Figure 1. Cell density map.
8 x 8 tiles, from black (low) to pale yellow (high), 0 to 100% covered.
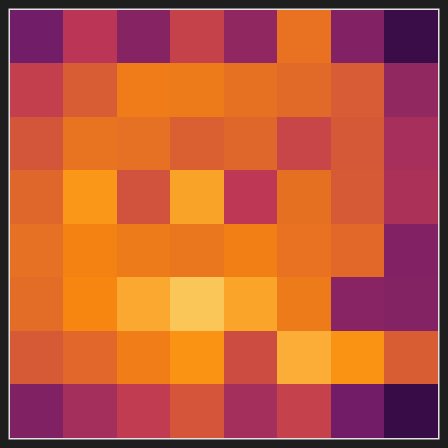
Figure 2. Routing congestion.
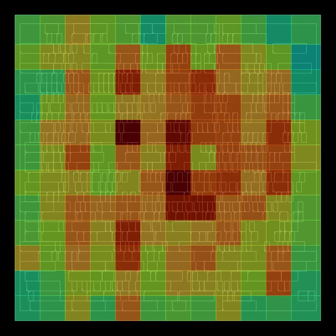
Figure 3. Signal wires by layer.
Scale bar: 20 um. Only two layers are drawn.
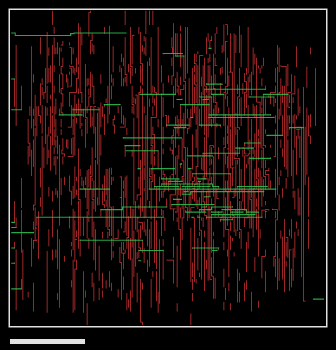
Design ps2_host_tx, sky130hd; sources not shown.
==> impl_metrics.yaml <==
# yosys + openroad results
run_status:
  status: "complete, no violations"
layout:
  final.fill_count: 599
  finish.net_count: 620
  post-route-cell-area_um2: 4190
detailed_routing:
  detail_route.drc_violations: 0
  drt-initial-drc-count: 292
  viasPerCell: 5.49
  detailedRoute.firstPassIterationCount: 5
  ant_nets: 0
setup_path:
  r2r_slack_ns: 2.41
  timing.reg2reg.worst_path_depth: 16
  worst_ep_arrival_time_ns: 3.28
  timing.critical_path.from_type: "flip-flop"
  crit_type: "reg2reg"
  critical_path_required_ns: 5.69
  setup.worst_path.end_class: "flip-flop"
  critical_path.max_fanout: 14
global_route:
  met3_usage_pct: 4.06
  global_route.overflow_total: 0
  grt_pass1_wl_um: 16200
  grt_pass1_vias: 3466
  grt_antenna_before_repair: 0
  grt_start_max_net_pins: 54
sta:
  worst_clock_skew_ns: 0.0184
  final.setup.worst_slack_ns: 2.41
  finalCritPeriodShare_pct: 55.6
  rsz0062_at_grt: "no"
  worst_pin_slew_ns: 0.669
  maxSlewViolCount: 0
  maxSlewHeadroom_pct: 55.1
clock_tree:
  buffer_count_from_post_cts_setup_fixing: 0
  post_cts_hold_buffer_count: 0
  clk_pin_slew_ns: 0.11
  cts_buffers: 5
die:
  core_um2: 6420
  ios: 19
  floorplan.die.width_um: 84.0
  fp.dieArea_um2: 7050
  die_h_um: 84.0
flow_run:
  maxCapViolations: 0
  warning_count: 30
power_and_ir_drop:
  sw_frac_of_total_pct: 25.9
  cellLeakagePower_uw: 0.00213
  power.density_nw_per_um2: 195
  p_clk_share_pct: 34.0
  netsw_uw: 212
placed_design:
  placedInstanceArea_um2: 4080
  place.port_buffers: 18
  place_congestion: 0.922
logic_synthesis:
  seq_area_frac_synth_pct: 35.0
  netlist-cell-type-count: 36
  synthesis.area_um2: 3830
  synth-area-yosys_um2: 3830
  synthAoiAreaFrac_pct: 7.12
  synth.cellmix.simpleShare_pct: 43.6
  ys_sh_xor_pct: 1.37
  synthMuxAreaShare_pct: 0
  postSynthRegisterBits: 53
  synthesis.nets: 597
  post_synth_main_logic_family: "simple AND/OR/NAND/NOR gates"
worst_hold_path:
  worst_hold_path.num_cells: 0
  hp_class: "reg2reg"
## Picture notes: Figure 1
tiles over 75% full: 13%
fullest tile: 88%
mean over tiles: 58%
fin util: 65.2%
initial core utilization: 59.6%

## Picture notes: Figure 2
met1 Resource Use GR: 36.9%
gr busiest metal: met2
final routed wire length divided by cell count: 14.0 um
met2 GRT Util: 50.2%
total routing resource utilization after global routing: 28.7%

## Picture notes: Figure 3
[metal 3] green | wire length: 538 um
[metal 2] red | wire length: 4620 um
vias after detailed routing: 3700
sum of routed wire length over all layers: 9420 um

[layout make-up]
class,instances,area (um2),area share [%]
multi-input combinational,431,2130,50.9
timing repair buffer,19,183,4.36
inverter,86,325,7.76
clock inverter,3,46.3,1.10
tap,77,96.3,2.30
sequential,53,1340,31.9
clock buffer,5,68.8,1.64
[power groups by stage]
stage	combinational [uW]	clock (uW)	sequential (uW)
6_report	92.1	278	447
5_1_grt	110	297	452
4_1_cts	93.4	286	448
3_5_place_dp	93.2	0	456
3_3_place_gp	89.6	0	453
2_1_floorplan	62.7	0	451
[critical path, stage by stage, from the launching register on]
cell and delay [ns]:
dfrtp_1 0.42, inv_1 0.16, ha_1 0.29, nand2_1 0.14
nor2_4 0.31, nand3_4 0.25, nand2_2 0.13, nand3_2 0.12
nand2_2 0.17, inv_1 0.08, ha_1 0.34, inv_1 0.09
nand3_1 0.07, nand3_1 0.08, nand3_1 0.07, a21oi_1 0.15
nand2_1 0.07
[layer usage]
metal  share of wire (%)  routed length, um
met4                 2.2                211
met5                   0                  0
met1                  43               4050
met2                  49               4620
met3                 5.7                537
[logic make-up after synthesis]
family | Yosys count
xor+xnor | 6
flops | 53
fa+ha+maj | 11
compound gates | 49
simple gates | 365
buf+inv | 89
[per-stage QoR]
stage | instances | utilization (%)
floorplan | 573 | -
global placement | 666 | 63.5
detailed placement | 666 | 63.5
CTS | 674 | 65.2
global route | 674 | 65.2
finish | 674 | 65.2
[cells in the mapped netlist]
cell type,instances,area (um2)
nand2_1,191,717
inv_1,79,297
nor2_1,59,221
nand3_1,52,260
dfrtp_1,43,1080
o21ai_0,22,110
nand2_2,17,106
a21oi_1,14,70.1
nand4_1,12,75.1
ha_1,11,138
dfstp_2,10,263
nor2_2,10,62.6
nor2_4,6,67.6
inv_2,5,18.8
o21ai_1,5,25.0
nor3_1,4,20.0
xor2_1,4,35.0
buf_6,3,33.8
nand3_2,3,30.0
nand3b_1,3,22.5
a211oi_1,2,15.0
a21oi_2,2,17.5
o211ai_1,2,15.0
xnor2_1,2,17.5
a21boi_0,1,7.51
and3_2,1,7.51
clkinv_1,1,3.75
inv_4,1,6.26
nand2_4,1,11.3
nand3_4,1,17.5
nor2_8,1,20.0
nor3_2,1,10.0
nor3b_1,1,7.51
nor4_1,1,6.26
o211ai_2,1,12.5
or2_2,1,6.26
